[config.mk]
export PLATFORM = sky130hd
export DESIGN_NAME = sseg_scan_mux
export DESIGN_NICKNAME = d
export VERILOG_FILES = /design/src/rtl/sseg_scan_mux.sv
export SDC_FILE = /design/constraint.sdc
export NUM_CORES = 1
export LEC_CHECK = 0
export CAP_MARGIN = 20
export CELL_PAD_IN_SITES_DETAIL_PLACEMENT = 0
export CELL_PAD_IN_SITES_GLOBAL_PLACEMENT = 1
export CORE_MARGIN = 2
export CORE_UTILIZATION = 31
export DETAILED_ROUTE_END_ITERATION = 7
export MAX_ROUTING_LAYER = met4
export PLACE_DENSITY_LB_ADDON = 0.15
export SETUP_SLACK_MARGIN = 0.02
export SLEW_MARGIN = 10
export SYNTH_ARGS = -nofsm -noshare
export SYNTH_HDL_FRONTEND = slang
export SYNTH_SLANG_ARGS = --single-unit
[constraint.sdc]
create_clock -name clk -period 6.2 [get_ports clk]
set_clock_uncertainty 0.2 [all_clocks]
set_input_delay 1.86 -clock clk [delete_from_list [all_inputs] [get_ports clk]]
set_output_delay 1.86 -clock clk [all_outputs]
set_load 0.01 [all_outputs]
[src/rtl/sseg_scan_mux.sv]
// Eight-digit multiplexed seven-segment scanner: per-slot timing, per-frame input
// snapshot, anti-ghosting blank window, digit enable and leading-zero suppression.
//
// state    | meaning
// ST_SYNC  | first clock after reset: load snapshot, start frame at slot 0
// ST_SCAN  | free-running slot counter and digit rotation
module sseg_scan_mux #(
  parameter int REFRESH_DIV  = 100000,
  parameter int BLANK_CYCLES = 2000
) (
  input  logic        clk,
  input  logic        reset_n,
  input  logic [31:0] hex_in,
  input  logic [7:0]  dp_in,
  input  logic [7:0]  digit_en,
  input  logic        lz_blank,
  output logic [3:0]  hex_out,
  output logic [7:0]  an,
  output logic        dp,
  output logic [2:0]  digit_idx,
  output logic        frame_start
);

  localparam int CW = (REFRESH_DIV > 1) ? $clog2(REFRESH_DIV) : 1;
  localparam logic [CW-1:0] CNT_MAX   = CW'(REFRESH_DIV - 1);
  localparam logic [CW-1:0] BLANK_END = CW'(BLANK_CYCLES);

  typedef enum logic {ST_SYNC, ST_SCAN} state_t;

  state_t        state_q, state_d;
  logic [CW-1:0] cnt_q, cnt_d;
  logic [2:0]    idx_q, idx_d;
  logic [31:0]   hex_snap_q, hex_snap_d;
  logic [7:0]    dp_snap_q, dp_snap_d;
  logic [7:0]    en_snap_q, en_snap_d;
  logic          lz_snap_q, lz_snap_d;
  logic [3:0]    hex_out_q, hex_out_d;
  logic [7:0]    an_q, an_d;
  logic          dp_q, dp_d;
  logic          fs_q, fs_d;

  logic          load;
  logic          hi_zero;
  logic [7:0]    zero_above;
  logic          lit;

  always_comb begin
    state_d    = state_q;
    cnt_d      = cnt_q;
    idx_d      = idx_q;
    hex_snap_d = hex_snap_q;
    dp_snap_d  = dp_snap_q;
    en_snap_d  = en_snap_q;
    lz_snap_d  = lz_snap_q;
    load       = 1'b0;

    unique case (state_q)
      ST_SYNC: begin
        state_d = ST_SCAN;
        cnt_d   = '0;
        idx_d   = 3'd0;
        load    = 1'b1;
      end
      ST_SCAN: begin
        if (cnt_q == CNT_MAX) begin
          cnt_d = '0;
          idx_d = idx_q + 3'd1;
          load  = (idx_q == 3'd7);
        end else begin
          cnt_d = cnt_q + 1'b1;
        end
      end
    endcase

    if (load) begin
      hex_snap_d = hex_in;
      dp_snap_d  = dp_in;
      en_snap_d  = digit_en;
      lz_snap_d  = lz_blank;
    end
    fs_d = load;

    // zero_above[i]: nibbles i..7 of the snapshot are all zero
    hi_zero    = 1'b1;
    zero_above = '0;
    for (int i = 7; i >= 0; i--) begin
      hi_zero       = hi_zero & (hex_snap_d[4*i +: 4] == 4'h0);
      zero_above[i] = hi_zero;
    end

    lit = en_snap_d[idx_d] & ~(lz_snap_d & (idx_d != 3'd0) & zero_above[idx_d]);

    hex_out_d = hex_snap_d[{idx_d, 2'b00} +: 4];
    an_d      = 8'hFF;
    dp_d      = 1'b1;
    if ((cnt_d >= BLANK_END) && lit) begin
      an_d[idx_d] = 1'b0;
      dp_d        = ~dp_snap_d[idx_d];
    end
  end

  always_ff @(posedge clk or negedge reset_n) begin
    if (!reset_n) begin
      state_q    <= ST_SYNC;
      cnt_q      <= '0;
      idx_q      <= 3'd0;
      hex_snap_q <= '0;
      dp_snap_q  <= '0;
      en_snap_q  <= '0;
      lz_snap_q  <= 1'b0;
      hex_out_q  <= 4'h0;
      an_q       <= 8'hFF;
      dp_q       <= 1'b1;
      fs_q       <= 1'b0;
    end else begin
      state_q    <= state_d;
      cnt_q      <= cnt_d;
      idx_q      <= idx_d;
      hex_snap_q <= hex_snap_d;
      dp_snap_q  <= dp_snap_d;
      en_snap_q  <= en_snap_d;
      lz_snap_q  <= lz_snap_d;
      hex_out_q  <= hex_out_d;
      an_q       <= an_d;
      dp_q       <= dp_d;
      fs_q       <= fs_d;
    end
  end

  assign hex_out     = hex_out_q;
  assign an          = an_q;
  assign dp          = dp_q;
  assign digit_idx   = idx_q;
  assign frame_start = fs_q;

endmodule

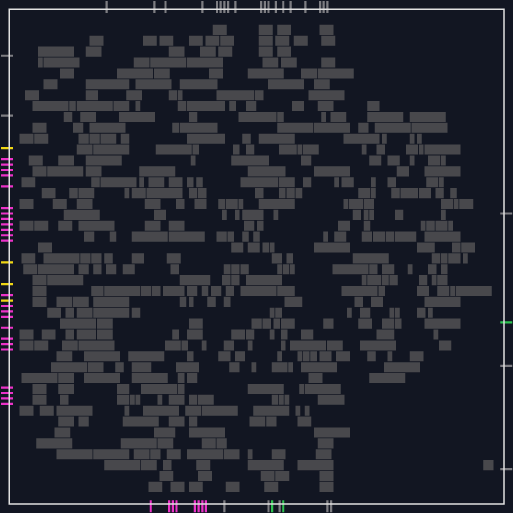
**Above:** run 1 (I/O pins on the die edge).
Scale: 4 px per µm. Pins as bars across the die edge, other pins in gray.
| port | color | pins | direction | edge |
|---|---|---|---|---|
| `digit_idx` | green | 3 | output | 2 bottom, 1 right |
| `hex_out` | yellow | 4 | output | left |
| `hex_in` | magenta | 32 | input | 24 left, 8 bottom |
all pins by edge: 30 left, 19 top, 15 bottom, 4 right

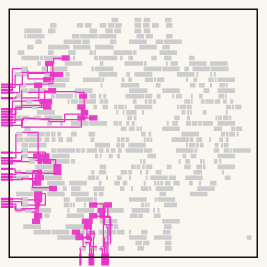
**Above:** run 1 (I/O nets highlighted).
Scale: 2 px per µm.
| port | color | bits | direction | end cells | wire |
|---|---|---|---|---|---|
| `hex_in` | magenta | 32 | input | 40 | 889 µm |

==> results.yml, run 1 <==
# synthesis and place-and-route metrics
place:
  dpl_worst_slack_ns: 2.20
  dp_hpwl_um: 9410
  detailed_place.area_um2: 5230
layout:
  seqCellArea_um2: 2110
  layout_cell_area_excl_fill_um2: 5550
  share_of_cell_area_taken_by_multi_input_logic_gates_pct: 39.1
global_route:
  grt_use_met2_pct: 29.5
  global_route_wire_length_before_repair_um: 20400
  grt_max_degree: 54
  grt_antenna_before_repair: 0
setup_path:
  critPathRequiredTime_ns: 6.22
  reg2regPathDepth: 9
  critical_path.max_fanout: 26
  rrSetupSlack_ns: 2.36
  critical_path.startpoint: "cnt_q[0]$_DFF_PN0_"
  setup.worst_path.class: "reg2reg"
  reg2reg_from: "cnt_q[0]$_DFF_PN0_"
flow_run:
  warnings: 26
power:
  power_clock_mw: 0.561
  power_switching_mw: 0.309
  power_switching_share_pct: 23.7
  power_frac_comb_pct: 10.8
clock_network:
  worst_skew_pair.late_latency_ns: 0.35
  cts-root-to-sink-buffers: 2
  clock-sinks: 84
  cts_inserted_buffers: 9
  htree_num_levels: 3
yosys:
  yosys.area.top_type: "sky130_fd_sc_hd__dfrtp_1"
  enable_flop_cells: 0
  synth.distinct_cells: 66
  synthesis.yosys.warnings: 0
  syn-cell-area_um2: 4410
  async_reset_ff_share_pct: 100
  top_cell_area_share_pct: 42.5
die:
  num_rows: 43
  design.die.area_um2: 15200
detailed_routing:
  routed_wl_um: 12800
  route.antenna.remaining_nets: 0
  detail_route.vias_per_cell: 5.34
  dr_total_vias: 3463
sta:
  holdWs_ns: 0.300
  max_clock_freq_mhz: 261
  min_period_ns: 3.84
  slew_headroom_pct: 36.5
status:
  outcome: "complete, no violations"
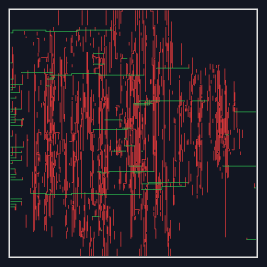
**Above:** run 1 (wiring by layer).
Scale: 2 px per µm. Only two layers are drawn.
| layer | color | wire length |
|---|---|---|
| met3 | green | 519 µm |
| met2 | red | 6290 µm |

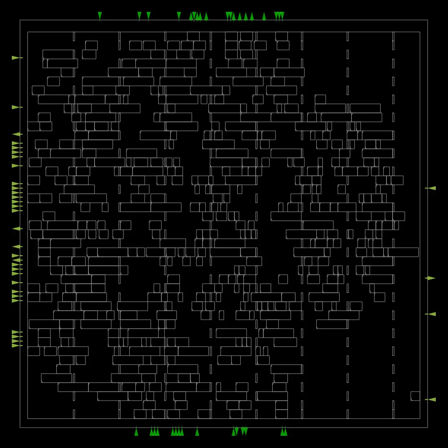
**Above:** run 1 (cell placement).
Seq/total area: 38.1%
post-route non-filler standard cell count: 649
final design utilization: 39.9%
tapcell count: 180

==> run 1: critical path: stages (launching register included) <==
cell and delay (ns):
sky130_fd_sc_hd__dfrtp_1 0.42, sky130_fd_sc_hd__ha_1 0.27, sky130_fd_sc_hd__and4_1 0.27, sky130_fd_sc_hd__and4_1 0.17, sky130_fd_sc_hd__buf_4 0.22, sky130_fd_sc_hd__a21boi_4 0.70, sky130_fd_sc_hd__buf_4 0.46, sky130_fd_sc_hd__mux2_2 0.39
sky130_fd_sc_hd__a311o_1 0.39, sky130_fd_sc_hd__nand3b_1 0.18
==> run 1: layout by cell type (no fill, tap or decap), types with 8 or more instances in the layout <==
cell / Yosys / final
sky130_fd_sc_hd__dfrtp_1: 75 / 75
sky130_fd_sc_hd__nor2_1: 27 / 27
sky130_fd_sc_hd__nand3_1: 19 / 19
sky130_fd_sc_hd__a21oi_1: 8 / 8
sky130_fd_sc_hd__mux2_2: 50 / 50
sky130_fd_sc_hd__mux2i_1: 8 / 8
sky130_fd_sc_hd__xnor2_1: 10 / 10
sky130_fd_sc_hd__dfstp_2: 9 / 9
sky130_fd_sc_hd__nor4_1: 16 / 16
sky130_fd_sc_hd__nand2_1: 29 / 29
sky130_fd_sc_hd__clkbuf_16: 0 / 9
sky130_fd_sc_hd__nand4_1: 16 / 16
sky130_fd_sc_hd__clkdlybuf4s50_1: 0 / 66
==> run 1: kinds of logic (layout without fill, tap and decap cells) <==
logic type	after synthesis	after routing	synth area share, %
AND/OR/NAND/NOR	152	152	19.2
flip-flops	84	84	47.9
multiplexers	60	60	15.3
AND-OR/OR-AND	58	58	10.5
buffers and inverters	28	95	3.01
XOR/XNOR	16	16	3.18
adder cells (fa/ha/maj)	3	3	0.851
other	1	1	0.0850
==> run 2: changes to the inputs <==
==> constraint.sdc (replaced) <==
create_clock -name clk -period 3.5 [get_ports clk]
set_clock_uncertainty 0.2 [all_clocks]
set_input_delay 1.05 -clock clk [delete_from_list [all_inputs] [get_ports clk]]
set_output_delay 1.05 -clock clk [all_outputs]
set_load 0.01 [all_outputs]
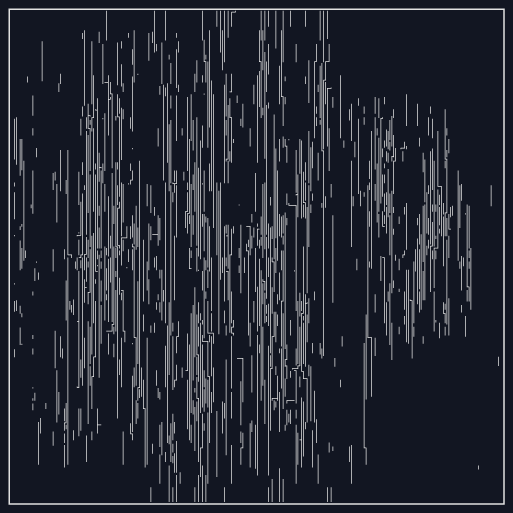
**Above:** run 2 (M2 wires).
Scale: 4 px per µm.
share of all routed wire: 50%
main direction: vertical
wire length on this layer: 6510 µm
nets with wire on the layer: 474

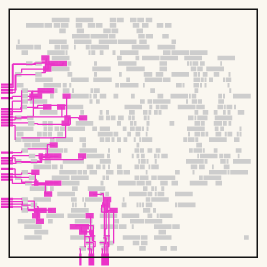
**Above:** run 2 (I/O nets highlighted).
Scale: 2 px per µm.
| port | color | bits | direction | end cells | wire |
|---|---|---|---|---|---|
| `hex_in` | magenta | 32 | input | 40 | 850 µm |

==> run 2 against run 1 <==
Against the previous run:
- count of clock-buffer cells in the layout fell by 1
- worst setup slack got worse by 2.1 ns
- cell count rose by 2.8%
- sequential power rose by 78%
- first-iteration DRC count rose by 49%
- wire length rose by 1.8%
- sequential share of layout area fell by 0.98 points
- via count rose by 1.2%
- largest power group unchanged
- register-to-register slack got worse by 2.1 ns
==> results.yml, run 2 <==
# synthesis and place-and-route metrics
clock_network:
  clock-sinks: 84
  htree_num_levels: 3
  worst_skew_pair.late_latency_ns: 0.35
  cts-root-to-sink-buffers: 2
  cts_setup_buffers: 0
  cts_tree: "built"
  cts_inserted_buffers: 9
global_route:
  grt_max_degree: 45
  global_route_wire_length_before_repair_um: 20600
  grt_antenna_before_repair: 0
yosys:
  syn-cell-area_um2: 4410
  synth-simple-area-share_pct: 19.2
  topCombFamilyByArea: "simple AND/OR/NAND/NOR gates"
  post_synth_ao_oa_area_fraction_pct: 10.5
  ys.flops: 84
  yosys.area.top_type: "sky130_fd_sc_hd__dfrtp_1"
  xor_area_share_pct: 3.18
  synth.distinct_cells: 66
  top_cell_area_share_pct: 42.5
  netlist.top_cell.by_instances: "sky130_fd_sc_hd__dfrtp_1"
  synth-cells-yosys: 402
  fa_ha_area_share_pct: 0.851
  synthesis.yosys.warnings: 0
  enable_flop_cells: 0
  muxShareOfSynthArea_pct: 15.3
  async_reset_ff_share_pct: 100
setup_path:
  critical_path.max_fanout: 9
  setup.worst_path.class: "reg2reg"
  worst_path_cell_chain: "ha_1, and4_1, nand4_1, buf_4, or3_1, nand3_1, o2111ai_1, nand4_4, nand4_1"
  cpMaxStageDelayCell: "sky130_fd_sc_hd__dfrtp_1"
  critPathRequiredTime_ns: 3.53
  timing.critical_path.slowest_cell_delay_ns: 0.41
  cp_num_cells: 9
  crit_family: "simple AND/OR/NAND/NOR gates"
  critical-path-top-cell-by-count: "sky130_fd_sc_hd__nand4_1"
  reg2regPathDepth: 9
layout:
  layoutNonFillerInstCount: 667
  largest_register_ffs: 32
  finalNetCount: 536
  layout_top_cells: "sky130_fd_sc_hd__dfrtp_1, sky130_fd_sc_hd__clkdlybuf4s50_1, sky130_fd_sc_hd__mux2_2"
  top_layout_cell: "sky130_fd_sc_hd__dfrtp_1"
  postLayoutCoreUtil_pct: 41.0
  layout_cell_area_excl_fill_um2: 5690
  synthToLayoutAreaGrowth_pct: 29.0
detailed_routing:
  routed_wl_um: 13000
  dr_total_vias: 3505
  route.antenna.remaining_nets: 0
  detail_route.vias_per_cell: 5.25
die:
  num_io_pins: 68
  chipHeight_um: 123
  num_rows: 43
  design.die.area_um2: 15200
flow_run:
  drv_cap: 0
  warnings: 26
power:
  static_power_due_to_leakage_nw: 2.22
  power.density_nw_per_um2: 403
sta:
  min_period_ns: 3.23
  slew_headroom_pct: 52.1
  holdWs_ns: 0.301
status:
  outcome: "complete, no violations"
place:
  dp_hpwl_um: 9880
  detailed_place.area_um2: 5390
  dpl_worst_slack_ns: 0.293
## run 2: metal layers
layer | track usage, % | wire [µm]
met2 | 30.5 | 6510
met3 | 4.01 | 474
met1 | 23.7 | 5790
met5 | - | 0
met4 | 5.89 | 269
## run 2: layout make-up
cell class	count	area [µm²]	share of cell area, %
multi-input cells	290	2170	38.1
flip-flops and latches	84	2110	37.1
repair buffers	89	858	15.1
clock buffers	10	229	4.02
well taps	180	225	3.96
clock inverters	6	70.1	1.23
inverters	8	30.0	0.528
## run 2: cells by family (layout without fill, tap and decap cells)
group / count (synthesis) / after routing
other cells: 1 / 1
fa+ha+maj: 3 / 3
flops: 84 / 84
mux: 60 / 60
xor+xnor: 16 / 16
compound gates: 58 / 58
buf+inv: 28 / 113
simple gates: 152 / 152
## run 2: path summary, 6_finish.rpt
kind / start / endpoint / slack, ns
min reg2reg: dp_snap_q[7]$_DFF_PN0_ / dp_snap_q[7]$_DFF_PN0_ / 0.30
max in group asynchronous: reset_n / hex_snap_q[4]$_DFF_PN0_ / 1.95
min in group asynchronous: reset_n / state_q$_DFF_PN0_ / 0.50
max: cnt_q[0]$_DFF_PN0_ / an[5]$_DFF_PN1_ / 0.27
min: dp_snap_q[7]$_DFF_PN0_ / dp_snap_q[7]$_DFF_PN0_ / 0.30
max reg2reg: cnt_q[0]$_DFF_PN0_ / an[5]$_DFF_PN1_ / 0.27
## run 2: power by group
group,switching (mW),internal (mW)
Sequential,0.0345,1.04
Clock,0.413,0.558
Combinational,0.114,0.140
Total,0.562,1.73
Power figures rest on the tool's default switching activity, not on a simulated workload.
